Run 1, clock routing:
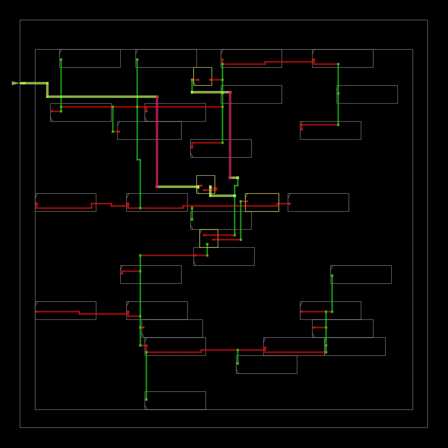
Run 1, power grid:
The bar under the picture is 20 um long. Pins as bars on the die edge.
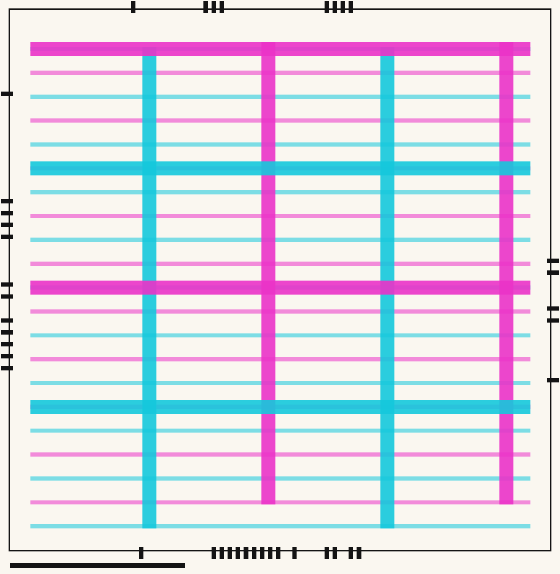
Run 1, met2 routing:
The bar under the picture is 20 um long.
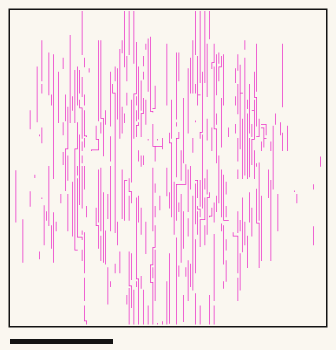
<file path="config.mk">
export PLATFORM = sky130hd
export DESIGN_NAME = mac_seq_ctrl
export DESIGN_NICKNAME = d
export VERILOG_FILES = /design/src/rtl/mac_pkg.sv /design/src/rtl/mac_addr_gen.sv /design/src/rtl/mac_seq_ctrl.sv
export SDC_FILE = /design/constraint.sdc
export NUM_CORES = 1
export LEC_CHECK = 0
export CORE_MARGIN = 2
export CORE_UTILIZATION = 49
export DETAILED_ROUTE_END_ITERATION = 6
export HOLD_SLACK_MARGIN = 0.08
export PLACE_DENSITY = 0.85
export SLEW_MARGIN = 20
export SYNTH_ARGS = -nofsm -noshare
export SYNTH_HDL_FRONTEND = slang
export SYNTH_SLANG_ARGS = --single-unit
</file>
<file path="constraint.sdc">
create_clock -name clk -period 2.4 [get_ports clk]
set_input_delay 0.48 -clock clk [delete_from_list [all_inputs] [get_ports clk]]
set_output_delay 0.48 -clock clk [all_outputs]
set_load 0.02 [all_outputs]
</file>
<file path="src/rtl/mac_pkg.sv">
// Shared types and default widths for the MAC sequencer slice.
package mac_pkg;

  localparam int DATA_W = 4;
  localparam int ADDR_W = 4;
  localparam int LEN_W  = 5;

  typedef enum logic [1:0] {
    IDLE = 2'd0,
    RUN  = 2'd1,
    CAPT = 2'd2,
    OUT  = 2'd3
  } state_t;

endpackage

</file>
<file path="src/rtl/mac_addr_gen.sv">
// Base/length registers and element index; produces buffer read addresses and last-element flag.
module mac_addr_gen
  import mac_pkg::*;
#(
  parameter int ADDR_W = mac_pkg::ADDR_W,
  parameter int LEN_W  = mac_pkg::LEN_W
) (
  input  logic              clk,
  input  logic              reset,
  input  logic              load,
  input  logic              step,
  input  logic [LEN_W-1:0]  len,
  input  logic [ADDR_W-1:0] if_base,
  input  logic [ADDR_W-1:0] wt_base,
  output logic [ADDR_W-1:0] if_addr,
  output logic [ADDR_W-1:0] wt_addr,
  output logic              last
);

  logic [LEN_W-1:0]  len_r;
  logic [LEN_W-1:0]  idx;
  logic [ADDR_W-1:0] if_base_r;
  logic [ADDR_W-1:0] wt_base_r;
  logic [ADDR_W-1:0] idx_a;

  always_ff @(posedge clk or posedge reset) begin
    if (reset) begin
      len_r     <= '0;
      idx       <= '0;
      if_base_r <= '0;
      wt_base_r <= '0;
    end else if (load) begin
      len_r     <= len;
      idx       <= '0;
      if_base_r <= if_base;
      wt_base_r <= wt_base;
    end else if (step) begin
      idx <= idx + LEN_W'(1);
    end
  end

  // Addresses wrap naturally modulo the buffer depth.
  assign idx_a   = ADDR_W'(idx);
  assign if_addr = if_base_r + idx_a;
  assign wt_addr = wt_base_r + idx_a;
  assign last    = (idx == (len_r - LEN_W'(1)));

endmodule

</file>
<file path="src/rtl/mac_seq_ctrl.sv">
// Dot-product sequencer: issues buffer reads, aligns MAC controls to returned data, and hands off the result.
module mac_seq_ctrl
  import mac_pkg::*;
#(
  parameter int DATA_W = mac_pkg::DATA_W,
  parameter int ADDR_W = mac_pkg::ADDR_W,
  parameter int LEN_W  = mac_pkg::LEN_W
) (
  input  logic              clk,
  input  logic              reset,
  input  logic              start,
  input  logic [LEN_W-1:0]  len,
  input  logic [ADDR_W-1:0] if_base,
  input  logic [ADDR_W-1:0] wt_base,
  input  logic              abort,
  output logic              busy,
  output logic              rd_en,
  output logic [ADDR_W-1:0] if_addr,
  output logic [ADDR_W-1:0] wt_addr,
  output logic              mac_en,
  output logic              mac_lastdata,
  output logic              mac_clr,
  input  logic [DATA_W-1:0] mac_acc,
  output logic [DATA_W-1:0] res_data,
  output logic              res_valid,
  input  logic              res_ready
);

  state_t state, state_n;

  logic              load;
  logic              step;
  logic              last;
  logic              flush;
  logic              run_last_p0;
  logic              vld_p1;
  logic              last_p1;
  logic              clr_p1;
  logic [ADDR_W-1:0] if_addr_g;
  logic [ADDR_W-1:0] wt_addr_g;
  logic [DATA_W-1:0] res_q;
  logic              res_vld;

  mac_addr_gen #(
    .ADDR_W(ADDR_W),
    .LEN_W (LEN_W)
  ) u_addr_gen (
    .clk    (clk),
    .reset  (reset),
    .load   (load),
    .step   (step),
    .len    (len),
    .if_base(if_base),
    .wt_base(wt_base),
    .if_addr(if_addr_g),
    .wt_addr(wt_addr_g),
    .last   (last)
  );

  always_ff @(posedge clk or posedge reset) begin
    if (reset) state <= IDLE;
    else       state <= state_n;
  end

  always_comb begin
    state_n     = state;
    load        = 1'b0;
    step        = 1'b0;
    flush       = 1'b0;
    run_last_p0 = 1'b0;
    case (state)
      IDLE: begin
        if (start && (len != '0)) begin
          load    = 1'b1;
          state_n = RUN;
        end
      end
      RUN: begin
        step        = 1'b1;
        run_last_p0 = last;
        if (abort) begin
          flush   = 1'b1;
          state_n = IDLE;
        end else if (last) begin
          state_n = CAPT;
        end
      end
      CAPT: begin
        if (abort) begin
          flush   = 1'b1;
          state_n = IDLE;
        end else begin
          state_n = OUT;
        end
      end
      OUT: begin
        // abort takes priority over a same-cycle handshake: the result is dropped.
        if (abort || (res_vld && res_ready)) state_n = IDLE;
      end
      default: state_n = IDLE;
    endcase
  end

  assign busy    = (state != IDLE);
  assign rd_en   = (state == RUN);
  assign if_addr = rd_en ? if_addr_g : '0;
  assign wt_addr = rd_en ? wt_addr_g : '0;

  // p0 -> p1: controls delayed one cycle to meet the buffer read data at the MAC.
  always_ff @(posedge clk or posedge reset) begin
    if (reset) begin
      vld_p1  <= 1'b0;
      last_p1 <= 1'b0;
      clr_p1  <= 1'b0;
    end else begin
      vld_p1  <= rd_en && !flush;
      last_p1 <= run_last_p0 && !flush;
      clr_p1  <= flush;
    end
  end

  assign mac_en       = vld_p1;
  assign mac_lastdata = last_p1;
  assign mac_clr      = clr_p1;

  // Result stage: the MAC's registered sum is stable on the first OUT cycle.
  always_ff @(posedge clk or posedge reset) begin
    if (reset) begin
      res_q   <= '0;
      res_vld <= 1'b0;
    end else if (state == OUT) begin
      if (abort) begin
        res_vld <= 1'b0;
      end else if (!res_vld) begin
        res_q   <= mac_acc;
        res_vld <= 1'b1;
      end else if (res_ready) begin
        res_vld <= 1'b0;
      end
    end
  end

  assign res_data  = res_q;
  assign res_valid = res_vld;

endmodule

</file>
==> flow_summary.yaml, run 1 <==
# flow metrics
synthesis:
  muxShareOfSynthArea: 0.1356
  post-synth-top-area-fraction: 0.4314
  post-synth-top-area-cell: "sky130_fd_sc_hd__dfrtp_1"
  synth_flops: 28
  yosysUniqueCellTypes: 36
  async_flop_share: 1.000
  synthesis.instances: 139
  yosysSeqAreaShare: 0.4314
  synth-simple-area-share: 0.1194
  mappedNetlistNets: 175
  yosys_reported_design_area_after_synthesis_um2: 1624
  synth_area_in_adders: 0.1171
  synthesis.yosys.warnings: 0
  synth_area_um2: 1624
  most_common_cell: "sky130_fd_sc_hd__dfrtp_1"
  synthAoiAreaFrac: 0.07627
clock_network:
  worst_setup_hold_path_clk_slew_ns: 0.16
  clkLatencyLatePin_ns: 0.35
  ctsHtreeMaxLevel: 1
critical_path:
  timing.critical_path.fanout_max: 4
  critical_path_class: "reg -> out"
  r2r_setup_slack_ns: 0.33
  worst_setup_path_end_kind: "output pin"
  timing.critical_path.from: "state[0]"
  r2r.worst_path.cells: 7
  rr_startpoint: "u_addr_gen.len_r[0]"
sta:
  fmaxAchievable_mhz: 433.3
  fin_crit_sh: 0.9615
  slew-limit-headroom: 0.5256
  finalHoldViolCount: 0
  setup-tns-final_ns: 0
  clock_skew_ns: 0.01820
  setup_slack_ns: 0.09236
  setup-violations-final: 0
  max_slew.worst_pin.slew_ns: 0.7108
global_routing:
  gr-usage-met3: 0.03151
  globalRouteMet2Util: 0.3639
  grtUsageMet1: 0.2753
  first_global_vias: 1292
  initial_antenna_violation_count: 0
  grt_overflow_total: 0
  groute.usage.overall: 0.2099
cells_and_area:
  layout.buffer.nonclock.area_share: 0.2137
  layout.area.seq_um2: 701.9
  nets: 226
  num-nonclk-buffers: 50
  num-multi-input-gates: 99
  seq_share: 0.3267
  num-nonclk-inverters: 8
  comb-cell-share: 0.4030
  sequential_cell_total: 28
  fillerInstances: 258
  postLayoutCoreUtil: 0.6923
  final_design_area_no_fill_um2: 2148
  largest_class: "multi-input combinational cells"
floorplan:
  die_y_um: 61.57
  die_w_um: 61.57
  num_rows: 20
  core-area_um2: 3103
  floorplan.io_pins: 40
  initial_core_util: 0.5234
  floorplan.tapcells: 44
placement:
  globalplace.congestion: 0.8190
  detailedPlace.worstSlack_ns: 0.02006
  place_area_um2: 2101
  total_half_perimeter_wirelength_after_legalization_and_detailed_placement_um: 2679
route:
  dr.first_iter.drc_count: 36
  vias: 1187
  drc: 0
  post_drt_via_cell_ratio: 5.094
  drtAntennaViolNets: 0
pwr:
  vdd_ir_drop_max_uv: 815.8
  pwr_density_cell_nw_per_um2: 1422
  p_leak_nw: 1.029
run:
  log.warning_count: 29
run_status:
  result_of_the_run: "complete, no violations"
Notes on 'clock routing' above:
Clock group: 0.242 mW
Clock Sinks: 28
clock buffers: 4
CTS buffer count: 3

Notes on 'power grid' above:
Magenta is VDD. Cyan is VSS.
The core has 20 rows. 4 straps on met4. 21 met1 rails follow the rows.

Notes on 'met2 routing' above:
The longest straight run is 27.2 um. The layer carries 1810 um of wire. 197 nets have wire on it. The layer holds 52% of the routed length.

## run 1: layout by cell type, fill, tap and decap left out, types with 2 or more instances in the layout
cell type	synthesis	final
sky130_fd_sc_hd__xor2_1	5	5
sky130_fd_sc_hd__ha_1	12	11
sky130_fd_sc_hd__buf_2	1	6
sky130_fd_sc_hd__xnor2_1	10	10
sky130_fd_sc_hd__a21o_1	2	2
sky130_fd_sc_hd__o21ai_0	7	7
sky130_fd_sc_hd__dfrtp_1	28	27
sky130_fd_sc_hd__nand2_1	5	5
sky130_fd_sc_hd__inv_1	8	8
sky130_fd_sc_hd__mux2_2	4	4
sky130_fd_sc_hd__mux2_4	11	11
sky130_fd_sc_hd__and2_1	6	6
sky130_fd_sc_hd__a21oi_1	3	2
sky130_fd_sc_hd__dlymetal6s2s_1	0	2
sky130_fd_sc_hd__nor2b_1	2	2
sky130_fd_sc_hd__clkdlybuf4s50_1	0	30
sky130_fd_sc_hd__fa_1	2	2
sky130_fd_sc_hd__nand4_1	2	2
sky130_fd_sc_hd__nor2_1	12	12
sky130_fd_sc_hd__buf_4	0	10
sky130_fd_sc_hd__clkbuf_4	0	3
## run 1: flip-flops by register name, indices dropped and copies added, names as in the netlist
register	cells
u_addr_gen.wt_base_r	4
mac_clr	1
mac_en	1
u_addr_gen.len_r	5
u_addr_gen.if_base_r	4
u_addr_gen.idx	5
mac_lastdata	1
res_valid	1
state	2
res_data	4
## run 1: report_power, final
group	internal, mW	switching (mW)	total (mW)
sequential	0.684	0.178	0.862
combinational	0.988	0.963	1.95
clock	0.0932	0.149	0.242
total	1.76	1.29	3.05
## run 1: critical path, stage by stage (launching register included)
cell and delay, ns:
sky130_fd_sc_hd__dfrtp_1 0.44, sky130_fd_sc_hd__inv_1 0.08, sky130_fd_sc_hd__ha_1 0.23, sky130_fd_sc_hd__inv_1 0.12, sky130_fd_sc_hd__clkdlybuf4s50_1 0.62
## run 1: metal layers
metal,vias up,routed length [um]
met4,0,26
li1,574,-
met1,586,1535
met2,23,1806
met3,4,124
met5,-,0
## run 1: how the worst min path moves through the flow
stage	end	slack [ns]	cells after the start
after floorplan	u_addr_gen.if_base_r[2]	0.49	1
after global placement	res_data[1]	0.49	1
after detailed placement	res_data[3]	0.50	1
after CTS	res_data[0]	0.54	1
after global routing	u_addr_gen.wt_base_r[2]	0.56	1
final	u_addr_gen.wt_base_r[3]	0.53	2
## run 1: timing repair
action,CTS,global route
endpoints found under the setup margin,7,8
buffers inserted,2,2
resized,21,9
cloned,0,0
hold buffers,0,0
## run 1: through the flow
| step | cells | hold WS [ns] | power (mW) |
|---|---|---|---|
| 2_1_floorplan | 139 | 0.4886 | 2.129 |
| 3_3_place_gp | 225 | 0.4933 | 2.787 |
| 3_5_place_dp | 225 | 0.4981 | 2.873 |
| 4_1_cts | 231 | 0.5391 | 3.096 |
| 5_1_grt | 233 | 0.5573 | 3.276 |
| 6_report | 233 | 0.5253 | 3.054 |
## run 1: kinds of logic after synthesis
family / Yosys count
AND-OR/OR-AND: 18
adder cells (fa/ha/maj): 14
flip-flops: 28
multiplexers: 16
buffers and inverters: 12
XOR/XNOR: 15
AND/OR/NAND/NOR: 36
==> run 2: changes to the inputs <==
ABC_CLOCK_PERIOD_IN_PS = 2400   (was unset)
CORE_ASPECT_RATIO = 0.5   (was unset)
REMOVE_ABC_BUFFERS = 1   (was unset)
==> run 2 against run 1 <==
Clock power grew 19%; via count shrank 1.1%; core utilization shrank 0.20 points; cell count is 3.0% lower; combinational power down 5%; wire length is 9.1% lower; first-iteration DRC count rose by 58%; critical endpoint is now if_addr[1]; largest cell class unchanged.
==> flow_summary.yaml, run 2 <==
# flow metrics
route:
  dr.first_iter.drc_count: 57
  post_drt_via_cell_ratio: 5.195
  vias: 1174
  drtAntennaViolNets: 0
  drc: 0
sta:
  setup-tns-final_ns: 0
  setup_slack_ns: 0.07564
  finalHoldViolCount: 0
  fmaxAchievable_mhz: 430.2
  hold-worst-slack_ns: 0.5145
  setup-violations-final: 0
  slew-limit-headroom: 0.5801
  fin_crit_sh: 0.9685
  max_slew.worst_pin.slew_ns: 0.6283
cells_and_area:
  leading_cell_type_in_the_layout_fill_and_taps_excluded: "sky130_fd_sc_hd__clkdlybuf4s50_1"
  postLayoutCoreUtil: 0.6903
  fillerInstances: 227
  nets: 223
  layout_top_cells: "sky130_fd_sc_hd__clkdlybuf4s50_1 (31), sky130_fd_sc_hd__dfrtp_1 (27), sky130_fd_sc_hd__nor2_1 (12), sky130_fd_sc_hd__ha_1 (12), sky130_fd_sc_hd__mux2_4 (11)"
  largestRegisters: "u_addr_gen.idx: 5 flops, u_addr_gen.len_r: 5 flops"
floorplan:
  die_y_um: 44.71
  core-area_um2: 3083
  die_w_um: 85.42
  initial_core_util: 0.5268
  num_rows: 14
  floorplan.io_pins: 40
synthesis:
  yosysUniqueCellTypes: 36
  post-synth-top-area-fraction: 0.4314
  async_flop_share: 1.000
  synth_area_um2: 1624
  post-synth-top-area-cell: "sky130_fd_sc_hd__dfrtp_1"
  yosysSeqAreaShare: 0.4314
  most_common_cell: "sky130_fd_sc_hd__dfrtp_1"
  synthesis.yosys.warnings: 0
  yosys_reported_design_area_after_synthesis_um2: 1624
  synth_flops: 28
run:
  log.warning_count: 28
critical_path:
  cell_family_contributing_the_most_delay_on_the_critical_path: "adder cells"
  cp_data_arrival_time_ns: 1.84
  timing.critical_path.cells: "ha_1, fa_1, and2_1, dlygate4sd2_1"
  worst_setup_path_end_kind: "output pin"
  critical_path_class: "reg -> out"
  worst-path-buf-inv: 1
  timing.critical_path.fanout_max: 3
  slowest_stage: "sky130_fd_sc_hd__fa_1"
  critical_path.max_stage_delay_ns: 0.47
  critPathLaunchType: "register"
placement:
  detailedPlace.worstSlack_ns: -0.06696
  globalplace.congestion: 0.7774
pwr:
  sw_frac_of_total: 0.4157
  seq_power_share: 0.288
  p_leak_nw: 0.9969
  vdd_ir_drop_max_uv: 820.9
  total_power_mw: 2.998
  share_comb_of_total_power: 0.616
  share_clk_of_total_power: 0.096
  pwr_density_cell_nw_per_um2: 1409
  netSwitchingPower_mw: 1.246
  internal-power_mw: 1.752
clock_network:
  ctsHtreeMaxLevel: 1
  cts_setup_buffers: 0
  clock_sinks: 28
  worst_setup_hold_path_clk_slew_ns: 0.10
  cts_buffers: 3
  holdBufCountCts: 0
global_routing:
  first_global_vias: 1160
  grt_overflow_total: 0
  initial_antenna_violation_count: 0
run_status:
  result_of_the_run: "complete, no violations"
==> run 2: cell counts after synthesis <==
Identical to the previous run, type by type.
==> run 2: per-stage QoR <==
stage / area, um^2 / cells
2_1_floorplan: 1590 / 135
3_3_place_gp: 2091 / 222
3_5_place_dp: 2091 / 222
4_1_cts: 2137 / 226
5_1_grt: 2128 / 226
6_report: 2128 / 226
==> run 2: logic make-up after synthesis <==
| logic type | count (synthesis) | share of synthesized area |
|---|---|---|
| buffers and inverters | 12 | 0.03928 |
| xor gates and xnor gates | 15 | 0.08089 |
| DFF | 28 | 0.4314 |
| and+or+nand+nor | 36 | 0.1194 |
| muxes | 16 | 0.1356 |
| adders and majority gates | 14 | 0.1171 |
| AOI/OAI and AO/OA | 18 | 0.07627 |
==> run 2: worst paths after layout <==
| path | start | endpoint | slack, ns | cells past startpoint |
|---|---|---|---|---|
| setup / recovery | u_addr_gen.idx[0] | if_addr[1] | 0.08 | 4 |
| hold reg to reg | res_data[2] | res_data[2] | 0.51 | 1 |
| min in group asynchronous | reset | mac_lastdata | 0.55 | 3 |
| max in group asynchronous | reset | u_addr_gen.idx[1] | 1.56 | 3 |
| hold / removal | res_data[2] | res_data[2] | 0.51 | 1 |
| setup reg to reg | u_addr_gen.len_r[0] | state[1] | 0.38 | 7 |
==> run 2: timing repair <==
item	CTS	global route
cloned	0	0
pin swaps	0	1
setup endpoints to repair	8	5
gates resized	9	9
==> run 2: layout make-up <==
class                           instances  area, um^2  share of cell area
Clock buffer                            4       55.05             0.02587
Inverter                                8       30.03             0.01411
Multi-Input combinational cell         99       864.6              0.4062
Sequential cell                        28       701.9              0.3298
Tap cell                               40       50.05             0.02352
Timing Repair Buffer                   47       426.7              0.2005
==> run 2: layer usage <==
layer | part of all wire | GRT usage | vias to the layer above
li1 | - | - | 567
met1 | 0.44 | 0.2326 | 573
met2 | 0.50 | 0.3234 | 30
met3 | 0.044 | 0.03473 | 4
met4 | 0.0091 | 0.05714 | 0
met5 | 0 | 0 | -
==> run 2: worst reg2reg max path: cells and delay by family (launching register included) <==
kind,cells,cell delay (ns)
AND-OR/OR-AND,3,0.71
AND/OR/NAND/NOR,2,0.51
flip-flops,1,0.39
adder cells (fa/ha/maj),1,0.23
buffers and inverters,1,0.07
==> run 2: power by group through the flow <==
stage	combinational [mW]	sequential (mW)	clock, mW
6_report	1.85	0.864	0.288
3_3_place_gp	1.87	0.861	0
4_1_cts	1.88	0.865	0.299
2_1_floorplan	1.18	0.915	0
3_5_place_dp	1.95	0.871	0
5_1_grt	2.03	0.899	0.314
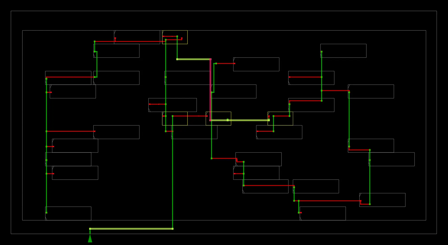
Run 2: clock routing
Clock group: 0.288 mW
clock skew after layout: 0.009449 ns
flip-flops: 28
clock latency on the worst-skew pair: 0.28 ns

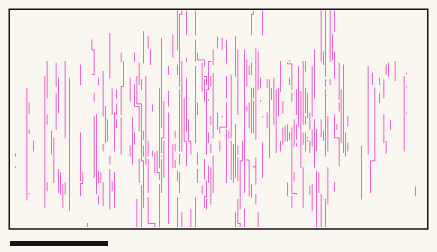
Run 2: met2 routing
The bar under the picture is 20 um long.
The layer holds 50% of the routed length. The longest straight run is 29.2 um.

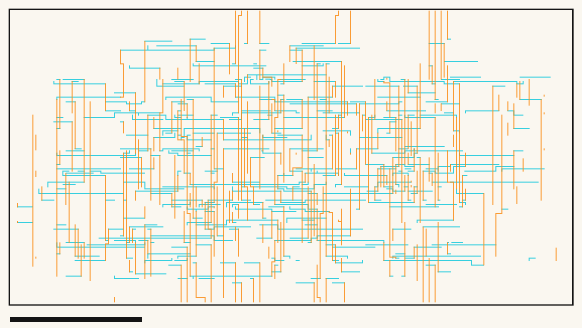
Run 2: metal layers overlaid
The bar under the picture is 20 um long. Only two layers are drawn.
Orange is met2, wire length 1600 um. Cyan is met1, wire length 1410 um.
final WL: 3174 um
GRT Overall Usage: 0.1818
average detailed-routed wire length per instance: 14.04 um

==> run 3: changes to the inputs <==
PLACE_DENSITY = 0.86   (was 0.85)
SYNTH_HIERARCHICAL = 1   (was unset)
==> run 3 against run 2 <==
First-iteration DRC count decreased by 37%; wire length shrank 12%; core utilization shrank 0.19 points; largest cell class unchanged.
==> flow_summary.yaml, run 3 <==
# flow metrics
global_routing:
  gr-max-usage-layer: "met2"
  initial_antenna_violation_count: 0
  grtUsageMet1: 0.2123
  groute.usage.overall: 0.1689
  gr-usage-met3: 0.04104
  first_global_vias: 1114
  grt_overflow_total: 0
  globalRouteMet2Util: 0.3055
floorplan:
  floorplan.io_pins: 40
  die_w_um: 84.60
  num_rows: 14
  initial_core_util: 0.5222
placement:
  dp_cells: 224
  detailedPlace.worstSlack_ns: -0.1801
  globalplace.congestion: 0.8125
sta:
  slew-limit-headroom: 0.5207
  setup-violations-final: 0
  setup_slack_ns: 0.1133
  clock_skew_ns: 0.002079
  finalHoldViolCount: 0
  fmaxAchievable_mhz: 437.3
  max_slew.worst_pin.slew_ns: 0.7181
synthesis:
  most_common_cell: "sky130_fd_sc_hd__dfrtp_1"
  yosysUniqueCellTypes: 30
  post-synth-top-area-fraction: 0.4403
  yosys_reported_design_area_after_synthesis_um2: 1592
  post-synth-top-area-cell: "sky130_fd_sc_hd__dfrtp_1"
  async_flop_share: 1.000
  synth_flops: 28
  synthesis.instances: 141
  synth_area_um2: 1592
  synthesis.yosys.warnings: 6
  yosysSeqAreaShare: 0.4403
clock_network:
  cts_buffers: 3
  worst_setup_hold_path_clk_slew_ns: 0.08
  clock_sinks: 28
  holdBufCountCts: 0
  ctsHtreeMaxLevel: 1
run_status:
  result_of_the_run: "complete, no violations"
cells_and_area:
  layout-drive-gt1-share: 0.1925
  layout.area.seq_um2: 700.7
  nets: 225
  layout.cells.non_filler: 227
  logic_area_um2: 828.3
  largestRegisters: "u_addr_gen/idx: 5 flops, u_addr_gen/len_r: 5 flops"
  layout_top_cells: "sky130_fd_sc_hd__clkdlybuf4s50_1 (33), sky130_fd_sc_hd__dfrtp_1 (28), sky130_fd_sc_hd__inv_1 (14), sky130_fd_sc_hd__mux2_2 (14), sky130_fd_sc_hd__ha_1 (11)"
  leading_cell_type_in_the_layout_fill_and_taps_excluded: "sky130_fd_sc_hd__clkdlybuf4s50_1"
  fillerInstances: 232
route:
  post_drt_wl_per_cell_um: 12.34
  dr.first_iter.drc_count: 36
  vias: 1127
  drtAntennaViolNets: 0
  post_drt_via_cell_ratio: 4.965
  route.final.wire_length_um: 2801
  drc: 0
critical_path:
  cp_data_arrival_time_ns: 1.81
  slowest_stage: "sky130_fd_sc_hd__dfrtp_1"
  worst_setup_path_end_kind: "output pin"
  critical_path_class: "reg -> out"
  critical_path.max_stage_delay_ns: 0.39
  critPathLaunchType: "register"
  timing.critical_path.fanout_max: 3
pwr:
  pwr_density_cell_nw_per_um2: 1348
  p_leak_nw: 0.9774
## run 3: netlist changes by cell type in the layout (fill, tap and decap cells not counted), moves of 2 or more
cell	delta
sky130_fd_sc_hd__and2_1	+4
sky130_fd_sc_hd__clkdlybuf4s50_1	+2
sky130_fd_sc_hd__dlygate4sd2_1	-3
sky130_fd_sc_hd__inv_1	+6
sky130_fd_sc_hd__mux2_2	+10
sky130_fd_sc_hd__mux2_4	-11
sky130_fd_sc_hd__nor2_1	-5
sky130_fd_sc_hd__o21ai_0	-3
sky130_fd_sc_hd__o21ai_1	+2
sky130_fd_sc_hd__xnor2_1	-2
sky130_fd_sc_hd__xor2_1	+2
## run 3: cell families (layout without fill, tap and decap cells)
group / Yosys count / count (layout) / synth area share
buffers and inverters: 18 / 64 / 0.04874
muxes: 15 / 15 / 0.1053
adders and majority gates: 14 / 14 / 0.1195
AOI/OAI and AO/OA: 14 / 14 / 0.05110
DFF: 28 / 28 / 0.4403
xor gates and xnor gates: 17 / 17 / 0.1069
and+or+nand+nor: 35 / 35 / 0.1281
## run 3: path summary, 6_finish.rpt
path	startpoint	end	slack [ns]	cells past startpoint
worst max-delay path	u_addr_gen/idx[0]	wt_addr[2]	0.11	6
worst min-delay path	reset	res_data[2]	0.49	2
worst max register to register	u_addr_gen/len_r[0]	state[1]	0.24	9
worst min register to register	res_data[0]	res_data[0]	0.51	1
max in group asynchronous	reset	u_addr_gen/wt_base_r[0]	1.32	2
min in group clk	res_data[0]	res_data[0]	0.51	1
## run 3: per-stage QoR
stage,setup TNS [ns],hold slack [ns],utilization,total power [mW],area [um^2]
5_1_grt,0,0.5469,0.6884,3.071,2098
2_1_floorplan,0,0.3202,-,1.989,1567
3_5_place_dp,-2.232,0.4956,0.6782,2.658,2067
6_report,0,0.4947,0.6884,2.829,2098
4_1_cts,0,0.5078,0.6905,2.851,2105
3_3_place_gp,-1.517,0.4900,0.6782,2.599,2067
## run 3: report_power, final
part	switching (mW)	internal, mW	leakage, nW	total [mW]
registers	0.164	0.681	0.348	0.845
clock network	0.127	0.112	0.0216	0.239
logic	0.855	0.890	0.608	1.75
total	1.15	1.68	0.977	2.83
## run 3: final cells by class
class                      count  share of cell area
clock buffer                   3             0.01968
inverter                      14             0.02504
multi-input combinational     95              0.3948
sequential                    28              0.3339
tap                           40             0.02385
timing repair buffer          47              0.2027
## run 3: per-layer routing
metal / vias up / wire length, um
met4: 0 / 0
met1: 545 / 1308
met5: - / 0
met2: 23 / 1370
met3: 0 / 122
li1: 559 / -
## run 3: repair_timing
item	in CTS	in global routing
hold endpoints to repair	0	0
setup endpoints to repair	8	8
gates resized	8	11
buffers inserted	0	0
## run 3: critical path, delay by kind of cell (launching register included)
kind / cells / cell delay (ns)
DFF: 1 / 0.39
and+or+nand+nor: 1 / 0.13
buffers and inverters: 2 / 0.34
xor gates and xnor gates: 1 / 0.13
adders and majority gates: 2 / 0.55
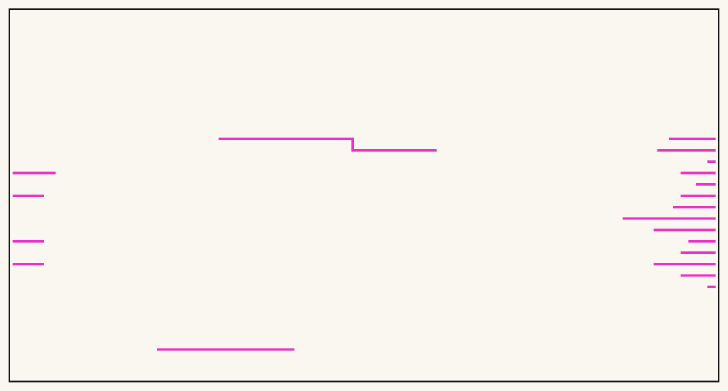
Run 3: M3 wires
The layer holds 4.4% of the routed length. The longest straight run is 16.1 um. 20 nets have wire on it. The wires run mostly horizontal.

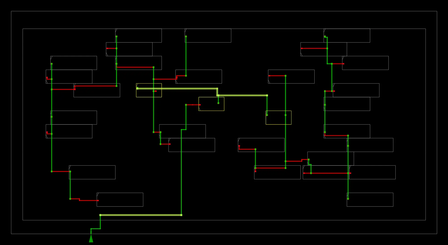
Run 3: clock routing
clock buffers: 3
Clock group: 0.239 mW

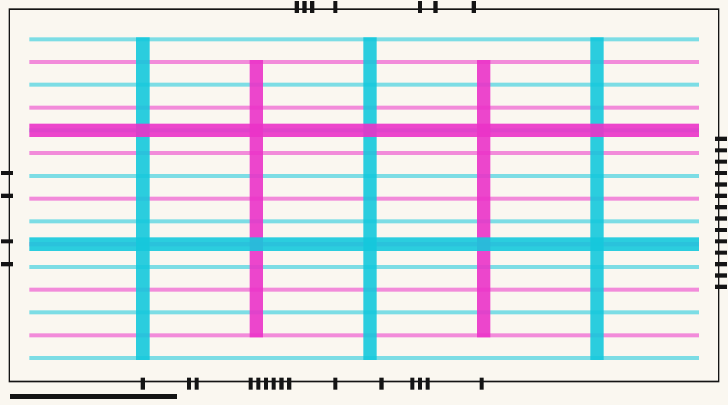
Run 3: power grid
The bar under the picture is 20 um long. Pins as bars on the die edge.
Cyan is VSS. Magenta is VDD.
5 straps on met4. 40 signal pins sit on the boundary.
height of the die: 44.30 um
worst vdd ir: 708.8 uV
area of the placeable core: 3048 um^2

No activity file was given, so power comes from the tool's default toggle rates.
